Run 1, cell outlines without signal wires:
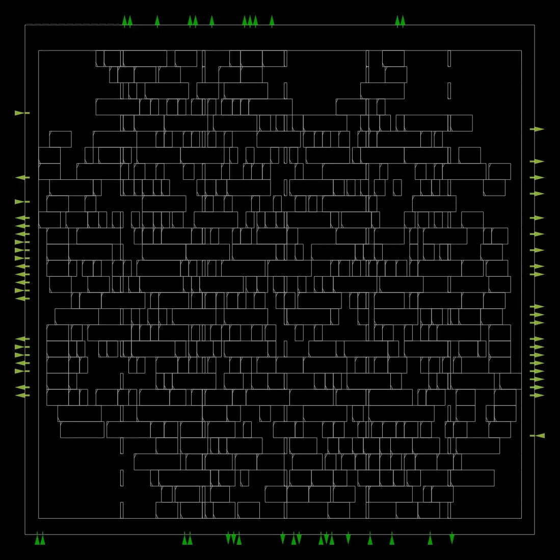
Run 1, clock distribution:
Drawn at 6 px/um.
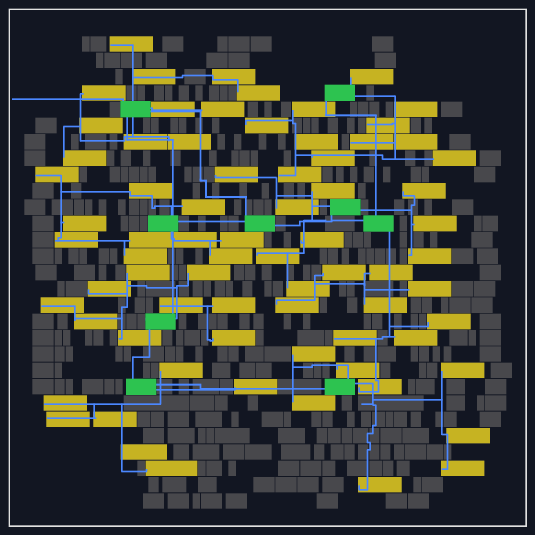
Run 1, placement by cell class:
Drawn at 3 px/um. Fill, decap, tap and diode cells in gray.
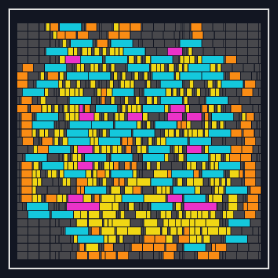
Design imem_fetch_ctrl, sky130hd; sources not shown.
==> impl_metrics.json, run 1 <==
{
  "antenna_found_initial": 0,
  "finalSetupViolCount": 0,
  "layout-drive-gt1-share_pct": 10.57,
  "peakVddDrop_uv": 638.1,
  "synthCells": 368,
  "grt_pass1_vias": 2567,
  "tightest_slew_ns": 0.5954,
  "drc_errors": 0,
  "numSynthFlops": 73,
  "first_pass_iters": 4,
  "lay_top_cells": "nand2_1, dfxtp_1, a21oi_1, clkdlybuf4s50_1, buf_2",
  "avgRoutedWirePerCell_um": 13.01,
  "ys_seq_share_pct": 49.51,
  "ios": 72,
  "tns_ns": 0,
  "overflow": 0,
  "gp_congestion": 0.8516,
  "synth_top_area_share_pct": 49.51,
  "synthFlopType": "dfxtp_1",
  "largest_reg_flops": 32,
  "grt_max_degree": 12,
  "h-tree-depth": 3,
  "maxCapViolations": 0,
  "cts_buffer_depth": 2,
  "netlist_area_um2": 2952,
  "hold-worst-slack_ns": 0.4342,
  "setup_slack_ns": 0.1137,
  "critPathKind": "reg -> out",
  "p_leak_nw": 1.394,
  "cts.clk_slew.worst_paths_ns": 0.07,
  "hold_viol_final": 0,
  "place_ws_ns": -0.1152,
  "rsz0062_at_grt": "false",
  "placed_area_um2": 3720,
  "grt_usage_pct": 19.98,
  "synth_warnings": 0,
  "cts_made_buffers": 9,
  "drtAntennaViolNets": 0,
  "end_kind": "output port",
  "die-width_um": 85.91,
  "worstPathRequired_ns": 1.71,
  "die_area_um2": 7380,
  "fin_cells": 531,
  "finalPower_mw": 3.805,
  "path_max_fanout": 6,
  "die_h_um": 85.91,
  "cts_tree": "built",
  "syn_avg_cell_area_um2": 8.021,
  "ys_async_sr_fraction_pct": 0,
  "lay_top_count": "nand2_1",
  "worstHoldPathCells": 3,
  "numPlacedInstances": 514,
  "port_buffers": 66,
  "fin_crit_ns": 1.786,
  "fmax_mhz": 559.8,
  "vias": 2666,
  "crit_arrival_ns": 1.60,
  "drt_iter0_markers": 115,
  "fp_util_pct": 45.96,
  "r2r_cells": 6,
  "hpwlAfterDp_mm": 4.872,
  "antenna_cells": 0,
  "startpoint_type": "flip-flop",
  "drt_wl_total_mm": 6.909,
  "post_synth_num_cell_types": 39,
  "warnings": 32,
  "hp-class": "in -> reg",
  "maxSlewHeadroom_pct": 60.31,
  "p_per_area_nw_per_um2": 957.0,
  "syn2layout_area_growth_pct": 34.72,
  "hold_buffers": 0,
  "ys_cells": 368,
  "fin_crit_sh_pct": 94.02,
  "viasPerCell": 5.021,
  "grt_first_pass_wirelength_mm": 11.43,
  "r2r_slack_ns": 0.15,
  "ys_area_um2": 2952,
  "status": "finished clean",
  "slew_violations": 0,
  "topCellsByArea": "dfxtp_1, nand2_1, a21oi_1",
  "cts_sinks": 73,
  "cts_root_buf": "clkbuf_8",
  "nets": 479
}
Notes on 'cell outlines without signal wires' above:
num sequential: 73
CORE AREA: 6422 um2

Notes on 'clock distribution' above:
[clock drivers] green | count: 9
[flip-flops] yellow | count: 73
[clock wires] blue | length: 838 um
routed clock nets	10
Clk pwr share: 36.2%
Clk. pwr: 1.38 mW
clk_skew: 0.006585 ns
Latency at later pin: 0.34 ns

Notes on 'placement by cell class' above:
class	color	cells
sequential cells	cyan	73
clock drivers and dummy loads	magenta	15
combinational and other logic	yellow	268
remaining buffers and delay cells	orange	98
final instance area: 3976 um2
fraction of area in registers: 36.88%
row cnt: 29
Core Util, Final: 61.91%

run 1: critical path: stages (launching register included):
cell,delay (ns)
dfxtp_1,0.46
xor2_1,0.17
clkdlybuf4s50_1,0.62
run 1: layout make-up:
class                           instances  area (um2)
Buffer                                 30       147.6
Clock buffer                           13       168.9
Clock inverter                          2       60.06
Fill cell                             576        2446
Inverter                                3       11.26
Multi-Input combinational cell        265        1351
Sequential cell                        73        1466
Tap cell                               77       96.34
Timing Repair Buffer                   68       674.4
run 1: cell families after synthesis:
kind of cell / synth area share (%)
buffers and inverters: 5.299
AOI/OAI and AO/OA: 16.32
and+or+nand+nor: 23.10
other: 0.1271
adders and majority gates: 3.391
muxes: 1.060
xor gates and xnor gates: 1.187
DFF: 49.51
run 1: power by group:
part | switching [mW] | leakage [nW] | internal [mW]
Sequential | 0.0666 | 0.591 | 1.59
Clock | 0.536 | 0.116 | 0.841
Combinational | 0.444 | 0.687 | 0.326
run 1: synthesized netlist by cell type, types with 2 or more instances:
cell type,number
dfxtp_1,73
clkbuf_1,12
nand2_1,129
nand3_1,2
o21ai_0,7
nor2_1,7
nor2b_1,3
a211oi_1,2
a21oi_1,68
xnor2_1,3
buf_2,14
nor3_1,2
and2_1,4
inv_1,3
buf_4,4
ha_1,8
mux2i_1,2
nand2b_1,4
run 1: per-layer routing:
layer	GRT usage (%)	vias to the layer above	share of wire, %
met4	7.215	0	1.4
met1	24.85	1222	46
met5	-	-	0
met2	31.29	79	47
li1	-	1356	-
met3	5.294	9	5.7
run 1: what timing repair did:
item,CTS,global route
buffers inserted,2,0
gates resized,4,5
pin swaps,1,1
setup endpoints to repair,12,13
Run 1, metal layers overlaid:
Drawn at 4 px/um. Only two layers are drawn.
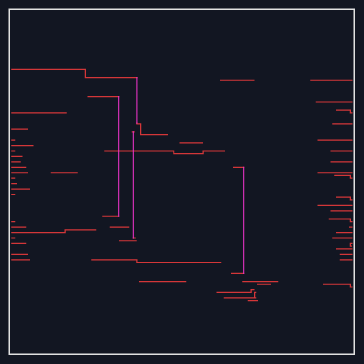

==> run 2, diff against run 1 <==
--- a/config.mk
+++ b/config.mk
@@ -12,7 +12,7 @@
 export DETAILED_ROUTE_END_ITERATION = 8
 export GPL_TIMING_DRIVEN = 0
 export MAX_ROUTING_LAYER = met4
-export PLACE_DENSITY = 0.75
+export PLACE_DENSITY = 0.83
 export SYNTH_ARGS = -nofsm -noshare
 export SYNTH_HDL_FRONTEND = slang
 export SYNTH_SLANG_ARGS = --single-unit
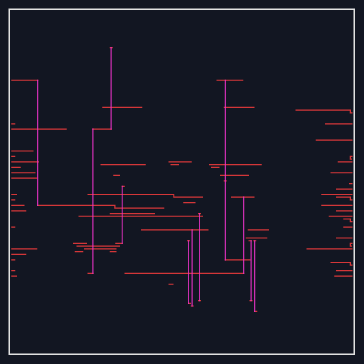
Run 2: metal layers overlaid
Drawn at 4 px/um. Only two layers are drawn.
layer	color	wire length
metal 3	red	452 um
metal 4	magenta	255 um
Routed Wire Length: 7.109 mm
routed via count: 2,723
Total GRT Usage: 20.66%
Avg WL per Cell: 13.39 um

==> run 2 against run 1 <==
Utilization shrank 0.70 points. Total power down 6.1%. Hold slack worse by 0.0087 ns. Clock power fell by 16%. Die area stayed put. Global-route usage grew 0.68 points. Largest power group unchanged. Highest routed layer unchanged.
==> impl_metrics.json, run 2 <==
{
  "cpMaxStageDelayCell": "clkdlybuf4s50_1",
  "drtAntennaViolNets": 0,
  "h-tree-depth": 3,
  "hold-worst-slack_ns": 0.4254,
  "hold_viol_final": 0,
  "maxCapViolations": 0,
  "antenna_cells": 0,
  "p_per_area_nw_per_um2": 908.7,
  "synthFlopType": "dfxtp_1",
  "fin_crit_ns": 1.889,
  "first_pass_iters": 5,
  "ys_area_um2": 2952,
  "nets": 478,
  "antenna_found_initial": 0,
  "p_leak_nw": 1.372,
  "layout-drive-gt1-share_pct": 10.35,
  "tns_ns": 0,
  "ys_sh_xor_pct": 1.187,
  "cts_buffer_depth": 2,
  "startpoint_type": "flip-flop",
  "p_sw_share_pct": 29.62,
  "post_synth_num_cell_types": 39,
  "fin_crit_sh_pct": 99.44,
  "lay_top_count": "nand2_1",
  "grt_first_pass_wirelength_mm": 11.58,
  "synth_warnings": 0,
  "clock_power_mw": 1.16,
  "crit_arrival_ns": 1.70,
  "hpwlAfterDp_mm": 4.980,
  "placed_area_um2": 3720,
  "synthSimpleGateAreaFrac_pct": 23.10,
  "drc_errors": 0,
  "slew_violations": 0,
  "cts_sinks": 73,
  "final_core_util_pct": 61.21,
  "die_area_um2": 7380,
  "status": "finished clean",
  "hp-class": "in -> reg",
  "common_cells": "nand2_1, dfxtp_1, a21oi_1",
  "netlist_area_um2": 2952,
  "clock.latency.late_pin_ns": 0.35,
  "worstHoldPathCells": 3,
  "p_int_mw": 2.514,
  "p_comb_mw": 0.755,
  "die_h_um": 85.91,
  "ys_async_sr_fraction_pct": 0,
  "ios": 72,
  "combPwrFrac_pct": 21.1,
  "pwr-share-seq_pct": 46.4,
  "syn2layout_area_growth_pct": 33.19,
  "final_area_um2": 3931,
  "r2r_slack_ns": 0.10,
  "rows": 29,
  "r2r_cells": 6,
  "warnings": 33,
  "rsz0062_at_grt": "true",
  "power_leader": "registers",
  "adder_share_pct": 3.391,
  "die-width_um": 85.91,
  "end_kind": "output port",
  "cts_tree": "built",
  "ys_seq_share_pct": 49.51,
  "cts_made_buffers": 9,
  "critPathKind": "reg -> out",
  "numSynthFlops": 73,
  "synth_top_area_share_pct": 49.51,
  "synthCells": 368,
  "viasPerCell": 5.128,
  "cts_root_buf": "clkbuf_8",
  "numPlacedInstances": 514,
  "num-fill-cells": 559,
  "largest_reg_flops": 32,
  "fin_cells": 531,
  "tightest_slew_ns": 0.5795,
  "pwr.group.sequential_mw": 1.66,
  "synth-compound-area-share_pct": 16.32,
  "p_switching_mw": 1.058,
  "peakVddDrop_uv": 555.9
}
[run 2: cell counts after synthesis]
No cell type changed its count.
[run 2: what timing repair did]
item / 4_1_cts / 5_1_grt
hold buffers: 0 / 0
pin swaps: 1 / 1
gates resized: 4 / 3
buffers inserted: 1 / 0
endpoints found under the setup margin: 12 / 12
[run 2: cells by family (layout without fill, tap and decap cells)]
| group | after synthesis | count (layout) |
|---|---|---|
| AOI/OAI and AO/OA | 86 | 86 |
| buffers and inverters | 33 | 116 |
| DFF | 73 | 73 |
| other | 1 | 4 |
| muxes | 3 | 3 |
| and+or+nand+nor | 160 | 160 |
| xor gates and xnor gates | 4 | 4 |
| adders and majority gates | 8 | 8 |
[run 2: area by class of cell]
type,count,area share [%]
Timing Repair Buffer,67,16.96
Sequential cell,73,37.30
Buffer,30,3.724
Clock buffer,14,4.647
Multi-Input combinational cell,265,34.37
Tap cell,77,2.451
Clock inverter,2,0.2546
Inverter,3,0.2864
[run 2: layer usage]
layer / GRT usage, % / up-vias / wire (um)
met1: 23.99 / 1230 / 2943
met3: 4.620 / 24 / 452
met4: 12.41 / 0 / 255
li1: - / 1361 / -
met2: 32.56 / 108 / 3458
met5: - / - / 0
[run 2: metrics by stage]
step / setup WS, ns / power [mW]
after floorplan: 0.05754 / 2.172
after global placement: -0.04136 / 2.387
after detailed placement: -0.1384 / 2.414
after CTS: 0.004730 / 3.562
after global routing: -0.03996 / 3.738
final: 0.01064 / 3.572
[run 2: critical path, delay by kind of cell, from the launching register on]
family	cells	cell delay [ns]
buffers and inverters	2	0.88
XOR/XNOR	1	0.17
flip-flops	1	0.31
Power and IR drop assume default switching activity.
